**Run 1: metal 1**

Scale: 4 px per um. Supply wires on this layer in gray.
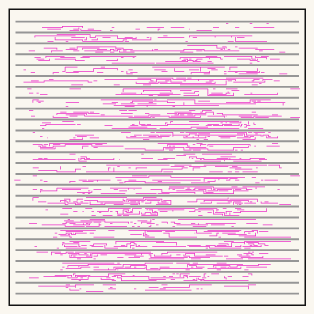
**Run 1: clock nets**

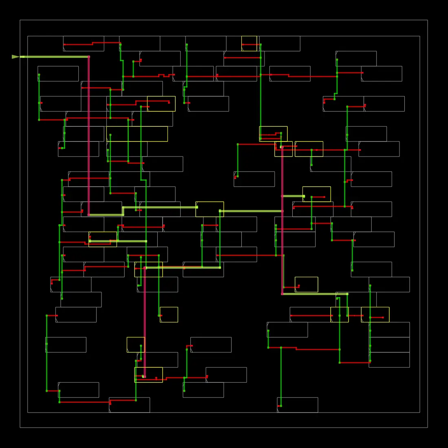
**Run 1: placement density heat map**

Scale: 4 px per um. 7 x 7 tiles, from white (low) to dark blue (high), 0 to 100% covered.
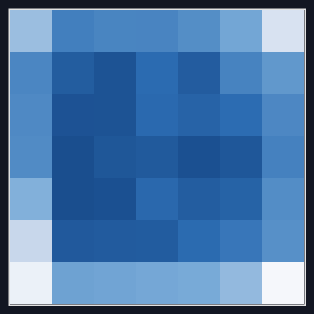
<file path="src/rtl/bullcow_pkg.sv">
// bullcow_pkg
//   Shared definitions for the Bulls-and-Cows input conditioner:
//   digit geometry, debounce FSM state encoding and the repeated-digit
//   check applied to a captured guess.
package bullcow_pkg;

  localparam int NUM_DIGITS = 4;
  localparam int DIGIT_W    = 4;
  localparam int CODE_W     = NUM_DIGITS * DIGIT_W;

  typedef enum logic [1:0] {
    IDLE,
    PRESS_WAIT,
    HELD,
    RELEASE_WAIT
  } dbnc_state_t;

  // High when any two of the four nibbles are equal (6 pairwise compares).
  function automatic logic has_dup_digit(input logic [CODE_W-1:0] code);
    logic dup;
    dup = 1'b0;
    for (int i = 0; i < NUM_DIGITS; i++) begin
      for (int j = i + 1; j < NUM_DIGITS; j++) begin
        if (code[i*DIGIT_W +: DIGIT_W] == code[j*DIGIT_W +: DIGIT_W]) begin
          dup = 1'b1;
        end
      end
    end
    return dup;
  endfunction

endpackage

</file>
<file path="src/rtl/bullcow_input_conditioner_debounce.sv">
// button_debounce
//   Synchronises a raw push-button, debounces it with a four-state FSM and
//   produces one strobe per accepted press.
//   Ports:
//     clock        in   sole clock, rising edge
//     reset        in   synchronous, active-high
//     enter        in   raw asynchronous button, high = pressed
//     press_event  out  combinational "press accepted on this edge" (derived
//                       from flops only); lets the parent capture data on the
//                       same edge that launches enter_pulse
//     enter_pulse  out  registered one-cycle strobe per debounced press
module button_debounce
  import bullcow_pkg::*;
#(
  parameter int DEBOUNCE_CYCLES = 1_000_000
) (
  input  logic clock,
  input  logic reset,
  input  logic enter,
  output logic press_event,
  output logic enter_pulse
);

  localparam int CNT_W = $clog2(DEBOUNCE_CYCLES);
  localparam logic [CNT_W-1:0] CNT_LAST = CNT_W'(DEBOUNCE_CYCLES - 1);
  localparam logic [CNT_W-1:0] CNT_ONE  = CNT_W'(1);

  logic [1:0]       sync_q, sync_d;
  logic             enter_s;
  dbnc_state_t      state_q, state_d;
  logic [CNT_W-1:0] cnt_q, cnt_d;
  logic             pulse_q, pulse_d;

  assign enter_s = sync_q[1];

  always_comb begin
    sync_d      = {sync_q[0], enter};
    state_d     = state_q;
    cnt_d       = cnt_q;
    press_event = 1'b0;

    case (state_q)
      IDLE: begin
        if (enter_s) begin
          state_d = PRESS_WAIT;
          cnt_d   = '0;
        end
      end
      PRESS_WAIT: begin
        if (!enter_s) begin
          // Bounce: fall back without a pulse.
          state_d = IDLE;
          cnt_d   = '0;
        end else if (cnt_q == CNT_LAST) begin
          state_d     = HELD;
          cnt_d       = '0;
          press_event = 1'b1;
        end else begin
          cnt_d = cnt_q + CNT_ONE;
        end
      end
      HELD: begin
        if (!enter_s) begin
          state_d = RELEASE_WAIT;
          cnt_d   = '0;
        end
      end
      RELEASE_WAIT: begin
        if (enter_s) begin
          // Release bounce: back to HELD, no new pulse.
          state_d = HELD;
          cnt_d   = '0;
        end else if (cnt_q == CNT_LAST) begin
          state_d = IDLE;
          cnt_d   = '0;
        end else begin
          cnt_d = cnt_q + CNT_ONE;
        end
      end
      default: begin
        state_d = IDLE;
        cnt_d   = '0;
      end
    endcase

    pulse_d = press_event;
  end

  always_ff @(posedge clock) begin
    if (reset) begin
      sync_q  <= 2'b00;
      state_q <= IDLE;
      cnt_q   <= '0;
      pulse_q <= 1'b0;
    end else begin
      sync_q  <= sync_d;
      state_q <= state_d;
      cnt_q   <= cnt_d;
      pulse_q <= pulse_d;
    end
  end

  assign enter_pulse = pulse_q;

endmodule

</file>
<file path="src/rtl/bullcow_input_conditioner.sv">
// bullcow_input_conditioner
//   Front end of the Bulls-and-Cows game: synchronises the enter button and
//   the 16 switches, debounces enter, and on each accepted press captures the
//   synchronised switch value together with a repeated-digit flag.
//   Ports:
//     clock        in   sole clock, rising edge
//     reset        in   synchronous, active-high
//     enter        in   raw asynchronous push-button, high = pressed
//     SW[15:0]     in   raw asynchronous switches, digit 3 = SW[15:12]
//     enter_pulse  out  one-cycle strobe per debounced press
//     code_out     out  guess captured at the last press
//     code_dup     out  high when any two nibbles of code_out are equal
module bullcow_input_conditioner
  import bullcow_pkg::*;
#(
  parameter int DEBOUNCE_CYCLES = 1_000_000
) (
  input  logic              clock,
  input  logic              reset,
  input  logic              enter,
  input  logic [CODE_W-1:0] SW,
  output logic              enter_pulse,
  output logic [CODE_W-1:0] code_out,
  output logic              code_dup
);

  logic [CODE_W-1:0] sw_meta_q, sw_meta_d;
  logic [CODE_W-1:0] sw_s_q, sw_s_d;
  logic [CODE_W-1:0] code_q, code_d;
  logic              dup_q, dup_d;
  logic              press_event;

  button_debounce #(
    .DEBOUNCE_CYCLES(DEBOUNCE_CYCLES)
  ) u_debounce (
    .clock       (clock),
    .reset       (reset),
    .enter       (enter),
    .press_event (press_event),
    .enter_pulse (enter_pulse)
  );

  // Capture happens on the same edge that raises enter_pulse, so the guess
  // and its flag are valid during the pulse cycle.
  always_comb begin
    sw_meta_d = SW;
    sw_s_d    = sw_meta_q;
    code_d    = code_q;
    dup_d     = dup_q;
    if (press_event) begin
      code_d = sw_s_q;
      dup_d  = has_dup_digit(sw_s_q);
    end
  end

  always_ff @(posedge clock) begin
    if (reset) begin
      sw_meta_q <= '0;
      sw_s_q    <= '0;
      code_q    <= '0;
      dup_q     <= 1'b0;
    end else begin
      sw_meta_q <= sw_meta_d;
      sw_s_q    <= sw_s_d;
      code_q    <= code_d;
      dup_q     <= dup_d;
    end
  end

  assign code_out = code_q;
  assign code_dup = dup_q;

endmodule

</file>
<file path="config.mk">
export PLATFORM = sky130hd
export DESIGN_NAME = bullcow_input_conditioner
export DESIGN_NICKNAME = d
export VERILOG_FILES = /design/src/rtl/bullcow_pkg.sv /design/src/rtl/bullcow_input_conditioner_debounce.sv /design/src/rtl/bullcow_input_conditioner.sv
export SDC_FILE = /design/constraint.sdc
export NUM_CORES = 1
export LEC_CHECK = 0
export ABC_CLOCK_PERIOD_IN_PS = 5350
export CORE_UTILIZATION = 59
export CTS_CLUSTER_SIZE = 25
export DETAILED_ROUTE_END_ITERATION = 6
export GPL_TIMING_DRIVEN = 0
export PLACE_DENSITY = 0.86
export SYNTH_ARGS = -nofsm -noshare
export SYNTH_HDL_FRONTEND = slang
export SYNTH_SLANG_ARGS = --single-unit
</file>
<file path="constraint.sdc">
create_clock -name clock -period 5.35 [get_ports clock]
set_input_delay 1.07 -clock clock [delete_from_list [all_inputs] [get_ports clock]]
set_output_delay 1.07 -clock clock [all_outputs]
set_load 0.01 [all_outputs]
</file>
==> run summary, run 1 <==
run results: top cells by area dfxtp_1 49%, nor2b_1 7.2%, nand2_1 5.5%, xor2_1 4.6%, xnor2_1 3.8%, n_diodes 0, clock buffer depth 2, Worst Path Required 4.28 ns, routability congestion estimate between 0.8 and 0.9, H-tree Lvls 3, critical-path maximum fanout 2, post-synth top area share about 50%, Hold Vio Cnt, Final 0, asr flop ratio synth 0%, Clock transition at path regs approximately 0.08 ns, CP bufs+invs 1, Seq/Total Area, Yosys between 40% and 50%, clock power share between 40% and 50%, Detail Placement HPWL roughly 4.3 mm, internal cell power between 0.8 and 0.9 mW, Power Total around 1.1 mW, unrepaired setup endpoints after global routing no, Port Buf Inserts 35, initial antenna violation count 0, Unique cell types 46, PD cells 295 nW/um2, CTS tree built, die area 5420 um2, switching part of the total roughly a quarter, register area between 1000 and 1500 um2, Max Cap Violations 0, Tmin final 2.31 ns, row count 25, stages on the worst setup path 1, Yosys Instances roughly 320, CP Capture Type output pin, Final ANT Viol Nets 0, CP max-delay cell clkdlybuf4s50_1, number of flops mapped to enable cells by yosys 0, largest net degree at the start of global routing 16, slowest stage delay, CP around 0.54 ns, Synth Net Count about 340, DRT Pass-1 Iters 4, # IOs 37, Seq pwr share ~53%, Peak Freq roughly 430 MHz, yosys stat chip area roughly 3000 um2, CTS Root Cell clkbuf_8, Syn Inst Count ~320, Compound Share, Synth about an eighth, Mux area share less than 1%, Post-CTS Setup Bufs 0, layout cell share with drive strength beyond 1 between 10% and 20%, area leader, netlist dfxtp_1, DRT iter0 DRCs approximately 190, mean area per synthesized cell 9.52 um2, count leader, synth dfxtp_1, kind of critical path reg -> out, Hold Path Class reg -> reg, main flop type dfxtp_1, status finished, final reports clean, CP delay by family, top buffers and inverters, Reg2Reg Depth 7, Critical Path Start Type flip-flop, Final Cycle Share between 40 and 50%, Logic area 1430 um2
Back to the opening pictures, 'metal 1':
longest straight run = 26.2 um
nets with wire on the layer = 348
share of all routed wire = 50%
main direction = horizontal
wire length on this layer = 2990 um
met1 Usage GRT: 35.2%
final WL: 6.03 mm
vias post-DR: 2383

Back to the opening pictures, 'clock nets':
CTS sink cnt: 74
worst-skew pair later-pin latency: 0.35 ns
seq_cells: 74
Worst Skew: 0.00621 ns

Back to the opening pictures, 'placement density heat map':
mean over tiles = 66%
densest ninth of the die = middle
tiles over 75% full = 47%
Starting Density: 62.8%
core area: 4820 um2
final core occ: 76.2%

run 1: layout by cell type, fill, tap and decap left out, types with 3 or more instances in the layout:
master,netlist,final
xor2_1,16,16
a21o_1,5,5
a31oi_1,9,9
o21ai_0,11,11
nand3_1,8,8
inv_1,4,4
and3_1,5,5
clkdlybuf4s50_1,0,35
clkbuf_1,7,7
dfxtp_1,74,74
nand2_1,44,44
clkbuf_8,0,9
inv_6,0,4
nor3_1,4,4
xnor2_1,13,13
nor2b_1,35,35
nor4_1,3,3
buf_6,5,5
o41ai_1,3,3
nand4_1,8,8
a21oi_1,19,19
nor2_1,14,14
run 1: cells by family after synthesis:
| logic type | after synthesis |
|---|---|
| buffers and inverters | 18 |
| AOI/OAI and AO/OA | 58 |
| adders and majority gates | 1 |
| muxes | 1 |
| and+or+nand+nor | 136 |
| xor gates and xnor gates | 30 |
| DFF | 74 |
run 1: flip-flops by register name, indices dropped and copies added (netlist names), named ones only:
signal	cells
u_debounce.sync_q	2
u_debounce.cnt_q	20
sw_meta_q	16
u_debounce.state_q	1
code_out	16
sw_s_q	16
code_dup	1
u_debounce.enter_pulse	1
run 1: power by group through the flow:
stage	clock network (mW)	logic (mW)	registers, mW
finish	0.452	0.0557	0.574
global route	0.488	0.0617	0.576
detailed placement	0	0.0556	0.587
CTS	0.458	0.0558	0.574
global placement	0	0.0543	0.587
floorplan	0	0.0361	0.584
run 1: final cells by class:
type / instances / share of cell area (%)
Timing Repair Buffer: 35 / 9.55
Tap cell: 67 / 2.29
Buffer: 14 / 2.86
Sequential cell: 74 / 40.4
Inverter: 4 / 0.409
Clock buffer: 9 / 3.38
Multi-Input combinational cell: 226 / 38.8
Clock inverter: 7 / 2.29
run 1: metal layers:
metal | up-vias | global-route usage (%) | wire, um
li1 | 1182 | - | -
met5 | - | 0 | 0
met3 | 10 | 5.49 | 298
met4 | 0 | 11.5 | 82
met1 | 1119 | 35.2 | 2990
met2 | 72 | 35.9 | 2660
run 1: metrics by stage:
stage / util (%) / cells / setup WS (ns) / hold slack (ns)
2_1_floorplan: - / 318 / 3.33 / 0.414
3_3_place_gp: 71.8 / 420 / 3.13 / 0.417
3_5_place_dp: 71.8 / 420 / 3.08 / 0.420
4_1_cts: 76.2 / 436 / 3.02 / 0.441
5_1_grt: 76.2 / 436 / 2.99 / 0.457
6_report: 76.2 / 436 / 3.04 / 0.440
run 1: path summary, 6_finish.rpt:
check / start / to / slack [ns]
worst min register to register: sw_meta_q[15] / sw_s_q[15] / 0.44
worst max register to register: u_debounce.cnt_q[0] / code_out[11] / 3.27
worst min-delay path: sw_meta_q[15] / sw_s_q[15] / 0.44
worst max-delay path: code_out[13] / code_out[13] / 3.04
**Run 1: the metal 3 layer**

Scale: 6 px per um. Cells faint in the background.
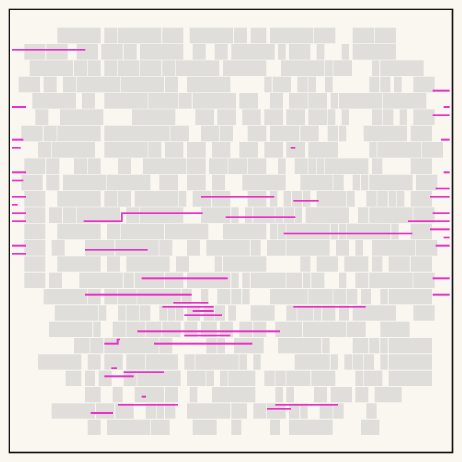

## Run 2: what changed since run 1
--- a/config.mk
+++ b/config.mk
@@ -5,12 +5,12 @@
 export SDC_FILE = /design/constraint.sdc
 export NUM_CORES = 1
 export LEC_CHECK = 0
-export ABC_CLOCK_PERIOD_IN_PS = 5350
-export CORE_UTILIZATION = 59
+export ABC_CLOCK_PERIOD_IN_PS = 2100
+export CORE_UTILIZATION = 49
 export CTS_CLUSTER_SIZE = 25
 export DETAILED_ROUTE_END_ITERATION = 6
 export GPL_TIMING_DRIVEN = 0
-export PLACE_DENSITY = 0.86
+export PLACE_DENSITY = 0.76
 export SYNTH_ARGS = -nofsm -noshare
 export SYNTH_HDL_FRONTEND = slang
 export SYNTH_SLANG_ARGS = --single-unit
==> constraint.sdc (replaced) <==
create_clock -name clock -period 2.1 [get_ports clock]
set_input_delay 0.42 -clock clock [delete_from_list [all_inputs] [get_ports clock]]
set_output_delay 0.42 -clock clock [all_outputs]
set_load 0.01 [all_outputs]
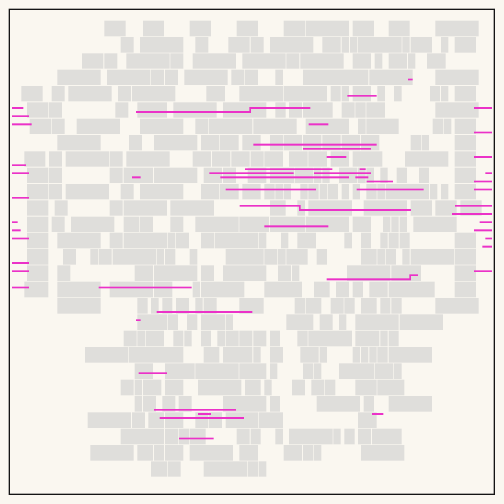
**Above:** run 2 (the metal 3 layer).
Scale: 6 px per um. Cells faint in the background.
share of all routed wire = 5.8%
wire length on this layer = 351 um
longest straight run = 21.2 um
main direction = horizontal
vias post-DR: 2350
met3 usage: 5.00%

==> run summary, run 2 <==
run results: max-slew violations 0, H-tree Lvls 3 (unchanged), Largest Register u_debounce.cnt_q, layout cell share with drive strength beyond 1 11.6% (+1.0 points), worst hold start sw_meta_q[9], Compound Share, Synth 12.5% (unchanged), Hold Path Class reg -> reg, Power Total 2.76 mW (+150%), CP Capture Type flip-flop, max reg flops 20 (unchanged), core area 5960 um2 (+24%), CTS Root Cell clkbuf_8, DRT iter0 DRCs 143 (-25%), Reg2Reg Depth 8 (+1), most frequent cells in the layout 73 x dfxtp_1, 44 x nand2_1, 35 x nor2b_1, 35 x clkdlybuf4s50_1, 19 x a21oi_1, final WL 6.07 mm (+0.68%), initial antenna violation count 0 (unchanged), Log Warnings 26, Critical Path Start Type flip-flop, yosys stat chip area 3030 um2 (unchanged), Peak Freq roughly 500 MHz, count leader, synth dfxtp_1, n_diodes 0 (unchanged), die area 6490 um2 (+20%), Simple Share, Synth between 20% and 30%, clock buffer depth 2 (unchanged), routability congestion estimate 0.851 (-1.9%), Port Buf Inserts 35 (unchanged), kind of critical path reg -> reg, row count 28 (+12%), worst-skew pair later-pin latency 0.35 ns (about the same), Mux area share 0.331% (unchanged), Unique cell types 46 (unchanged), most frequent logic cell in the layout dfxtp_1, CTS tree built, pre-CTS setup slack 0.0176 ns (-3.06 ns), WL/cell approximately 14 um, Tmin final 1.98 ns, clock power share 41.8% (about the same), Yosys Instances 318 (unchanged), Worst Skew 0.00647 ns (+0.000262 ns), Detail Placement HPWL 4.16 mm (-2.5%), CP max-delay cell dfxtp_1, Max Cap Violations 0 (unchanged), r2r setup slk 0.12 ns (-3.15 ns), number of flops mapped to enable cells by yosys 0 (unchanged), Synth Net Count 338 (unchanged), Final ANT Viol Nets 0 (unchanged), r2r endpoint u_debounce.cnt_q[8], switching part of the total 24.3% (+0.080 points), Endpoint, Worst Hold sw_s_q[9], area leader, netlist dfxtp_1, Syn Inst Count 318 (unchanged), worst vdd ir between 400 and 500 uV, Worst R2R Start u_debounce.cnt_q[1], Die X-Extent 80.6 um, critical-path maximum fanout 10 (+8), Seq pwr share 53.1% (about the same), Hold Slack 0.440 ns (+0.000780 ns), hold_buf cts 0, Final Cycle Share a little over nine tenths, die height between 80 and 90 um, asr flop ratio synth 0% (unchanged), final worst slack 0.117 ns (-2.92 ns), unrepaired setup endpoints after global routing no, Hold Vio Cnt, Final 0 (unchanged), CTS sink cnt 74 (unchanged), Seq/Total Area, Yosys 48.9% (unchanged), Worst Setup SP u_debounce.cnt_q[1], mean area per synthesized cell 9.52 um2 (unchanged), largest net degree at the start of global routing 16 (unchanged), Worst Path Required 2.35 ns (-1.93 ns), Starting Density 50.8% (-12 points), slowest stage delay, CP 0.39 ns (-0.15 ns), post-synth top area share 48.9% (unchanged), top cells by area dfxtp_1 49%, nor2b_1 7.2%, nand2_1 5.5%, xor2_1 4.6%, xnor2_1 3.8%, # IOs 37 (unchanged), PD cells 744 nW/um2 (+150%), xor+xnor area frac 8.93%, main flop type dfxtp_1, DRT Pass-1 Iters 4 (unchanged), global-route wire length before repair about 10 mm, status finished, final reports clean, internal cell power 2.09 mW (+150%), Clock transition at path regs 0.08 ns (about the same)
run 2: repair_timing:
action,4_1_cts,5_1_grt
endpoints found under the hold margin,0,0
pin swaps,1,1
resized,0,4
setup endpoints to repair,8,13
setup buffers,2,0
run 2: cell type report:
type | count | area (um2)
Fill cell | 525 | 2250
Sequential cell | 74 | 1480
Multi-Input combinational cell | 226 | 1430
Timing Repair Buffer | 37 | 365
Clock buffer | 9 | 124
Buffer | 14 | 106
Tap cell | 75 | 93.8
Clock inverter | 7 | 83.8
Inverter | 4 | 15.0
run 2: cell families (layout without fill, tap and decap cells):
group | after synthesis | count (layout)
and+or+nand+nor | 136 | 136
adders and majority gates | 1 | 1
buffers and inverters | 18 | 71
AOI/OAI and AO/OA | 58 | 58
DFF | 74 | 74
muxes | 1 | 1
xor gates and xnor gates | 30 | 30
run 2: metrics by stage:
step	instance area [um2]	cells	utilization, %
CTS	3690	446	62.0
global placement	3470	428	58.3
global route	3700	446	62.2
detailed placement	3470	428	58.3
finish	3700	446	62.2
floorplan	3030	318	-
run 2: routing by layer:
layer	up-vias	wire (um)	global-route usage, %
met2	77	2610	28.7
met3	14	351	5.00
met4	0	117	12.0
li1	1196	-	-
met5	-	0	0
met1	1063	2990	28.3
run 2: worst max-delay path by stage:
stage                               end  cells past startpoint
detailed placement         code_out[14]                      7
global route        u_debounce.cnt_q[7]                      8
floorplan                  code_out[10]                      8
global placement           code_out[10]                      7
CTS                         code_out[8]                      7
finish              u_debounce.cnt_q[8]                      8
run 2: critical path: cells and delay by family (launching register included):
family / cells / cell delay [ns]
AND-OR/OR-AND: 3 / 0.42
adder cells (fa/ha/maj): 1 / 0.23
buffers and inverters: 2 / 0.32
flip-flops: 1 / 0.39
AND/OR/NAND/NOR: 2 / 0.51
run 2: power by group through the flow:
stage	logic (mW)	clock network (mW)	registers, mW
6_report	0.141	1.15	1.46
5_1_grt	0.159	1.23	1.47
4_1_cts	0.143	1.17	1.46
3_5_place_dp	0.142	0	1.50
3_3_place_gp	0.136	0	1.50
2_1_floorplan	0.0920	0	1.49
**Run 2: clock distribution**

Scale: 4 px per um.
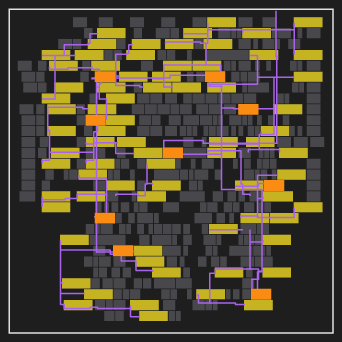

## Run 3: what changed since run 2
--- a/config.mk
+++ b/config.mk
@@ -6,11 +6,14 @@
 export NUM_CORES = 1
 export LEC_CHECK = 0
 export ABC_CLOCK_PERIOD_IN_PS = 2100
-export CORE_UTILIZATION = 49
+export CELL_PAD_IN_SITES_DETAIL_PLACEMENT = 0
+export CELL_PAD_IN_SITES_GLOBAL_PLACEMENT = 1
+export CORE_UTILIZATION = 38
 export CTS_CLUSTER_SIZE = 25
 export DETAILED_ROUTE_END_ITERATION = 6
 export GPL_TIMING_DRIVEN = 0
-export PLACE_DENSITY = 0.76
+export PLACE_DENSITY = 0.77
+export SETUP_SLACK_MARGIN = 0.02
 export SYNTH_ARGS = -nofsm -noshare
 export SYNTH_HDL_FRONTEND = slang
 export SYNTH_SLANG_ARGS = --single-unit
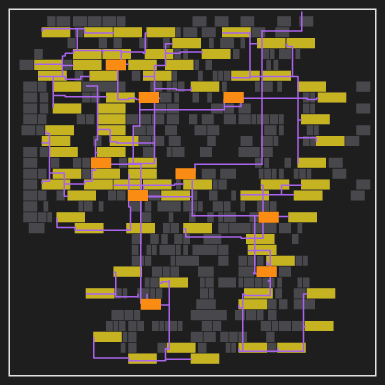
**Above:** run 3 (clock distribution).
Scale: 4 px per um.
flip-flops -> yellow  # count 74
clock drivers -> orange  # count 9
clock wires -> purple  # length 881 um
routed clock nets = 10
flops lie = spread over the die
clock power share: 41.7%
clk pwr: 1.15 mW
Worst Skew: 0.0101 ns

==> run summary, run 3 <==
run results: status finished, final reports clean, CP delay by family, top simple AND/OR/NAND/NOR gates, CP Capture Type flip-flop, CTS Root Cell clkbuf_8, unrepaired setup endpoints after global routing no, n_diodes 0 (unchanged), Synth Net Count 338 (unchanged), met2 routed WL 2.40 mm (-8.2%), row count 32 (+14%), Reg2Reg Depth 8 (unchanged), CTS tree built, count leader, synth dfxtp_1, Largest Register u_debounce.cnt_q, CTS sink cnt 74 (unchanged), Seq/Total Area, Yosys 48.9% (unchanged), yosys stat chip area 3030 um2 (unchanged), Tmin final 1.92 ns (-0.0609 ns), Non-Filler Instances 474 (+6.3%), Worst Path Required 2.35 ns (about the same), Critical Path Start Type flip-flop, most frequent cells in the layout 74 x dfxtp_1, 44 x nand2_1, 35 x nor2b_1, 35 x clkdlybuf4s50_1, 19 x a21oi_1, final worst slack 0.178 ns (+0.0609 ns), slowest stage delay, CP 0.40 ns (about the same), worst vdd ir 430 uV (-1.8%), # IOs 37 (unchanged), Clock transition at path regs 0.08 ns (about the same), max reg flops 20 (unchanged), clock buffer depth 2 (unchanged), pre-CTS setup slack 0.0592 ns (+0.0415 ns), asr flop ratio synth 0% (unchanged), CP bufs+invs 2 (unchanged), post-synth top area share 48.9% (unchanged), Syn Inst Count 318 (unchanged), final WL 5.79 mm (-4.6%), DRT iter0 DRCs 79 (-45%), Unique cell types 46 (unchanged), Final Cycle Share 91.5% (-2.9 points), initial antenna violation count 0 (unchanged), kind of critical path reg -> reg, Log Warnings 26 (unchanged), stages on the worst setup path 8 (unchanged), mean area per synthesized cell 9.52 um2 (unchanged), metal3 WL 241 um (-31%), routability congestion estimate 0.861 (+1.1%), top cells by area dfxtp_1 49%, nor2b_1 7.2%, nand2_1 5.5%, xor2_1 4.6%, xnor2_1 3.8%, Peak Freq 520 MHz (+3.2%), DRT Pass-1 Iters 4 (unchanged), Logic area 1440 um2 (+0.18%), Hold Vio Cnt, Final 0 (unchanged), Hold Slack 0.431 ns (-0.00927 ns), Detail Placement HPWL 4.11 mm (-1.2%), largest net degree at the start of global routing 16 (unchanged), die area 8330 um2 (+28%), core area 7730 um2 (+30%), Highest Signal Layer met4, worst-skew pair later-pin latency 0.35 ns (about the same), PD cells 735 nW/um2 (-1.3%), global-route wire length before repair 9.83 mm (-0.35%), most frequent logic cell in the layout dfxtp_1, H-tree Lvls 3 (unchanged)
==> run 3: cell counts after synthesis <==
No cell type changed its count.
==> run 3: routing by layer <==
layer / up-vias / track usage, %
met2: 54 / 21.6
met5: - / 0
met3: 12 / 3.77
li1: 1195 / -
met1: 1029 / 21.0
met4: 0 / 7.14
==> run 3: kinds of logic (layout without fill, tap and decap cells) <==
kind of cell    count (synthesis)  in the layout  share of synthesized area, %
fa+ha+maj                       1              1                         0.413
mux                             1              1                         0.331
xor+xnor                       30             30                          8.93
simple gates                  136            136                          24.9
compound gates                 58             58                          12.5
buf+inv                        18             72                          3.97
flops                          74             74                          48.9
==> run 3: layout make-up <==
| cell class | instances | area share [%] |
|---|---|---|
| Buffer | 14 | 2.84 |
| Clock buffer | 9 | 3.31 |
| Clock inverter | 7 | 2.17 |
| Inverter | 4 | 0.401 |
| Multi-Input combinational cell | 226 | 38.3 |
| Sequential cell | 74 | 39.6 |
| Tap cell | 102 | 3.41 |
| Timing Repair Buffer | 38 | 9.96 |
==> run 3: worst paths after layout <==
kind	end	slack (ns)	startpoint
hold / removal	u_debounce.cnt_q[2]	0.43	reset
hold reg to reg	sw_s_q[15]	0.44	sw_meta_q[15]
setup / recovery	u_debounce.cnt_q[7]	0.18	u_debounce.cnt_q[0]
setup reg to reg	u_debounce.cnt_q[7]	0.18	u_debounce.cnt_q[0]
==> run 3: tightest hold or removal path, cell delays in order <==
cell,delay (ns)
buf_6,0.10
a211oi_2,0.07
nand2b_1,0.07
a31oi_1,0.07
==> run 3: repair_timing <==
| item | CTS | global route |
|---|---|---|
| buffers inserted | 0 | 3 |
| hold buffers | 0 | 0 |
| setup endpoints to repair | 0 | 13 |
| resized | 0 | 4 |
==> run 3: power by group <==
group	leakage, nW	total, mW	switching (mW)	internal, mW
registers	0.604	1.46	0.0290	1.43
clock network	0.102	1.15	0.576	0.570
logic	0.656	0.141	0.0586	0.0821
==> run 3: per-stage QoR <==
stage               util (%)  power (mW)  cell area (um2)
floorplan                  -        1.58             3030
global placement        45.4        1.64             3500
detailed placement      45.4        1.64             3500
CTS                     48.0        2.78             3710
global route            48.4        2.86             3740
finish                  48.4        2.75             3740
Power figures rest on the tool's default switching activity, not on a simulated workload.
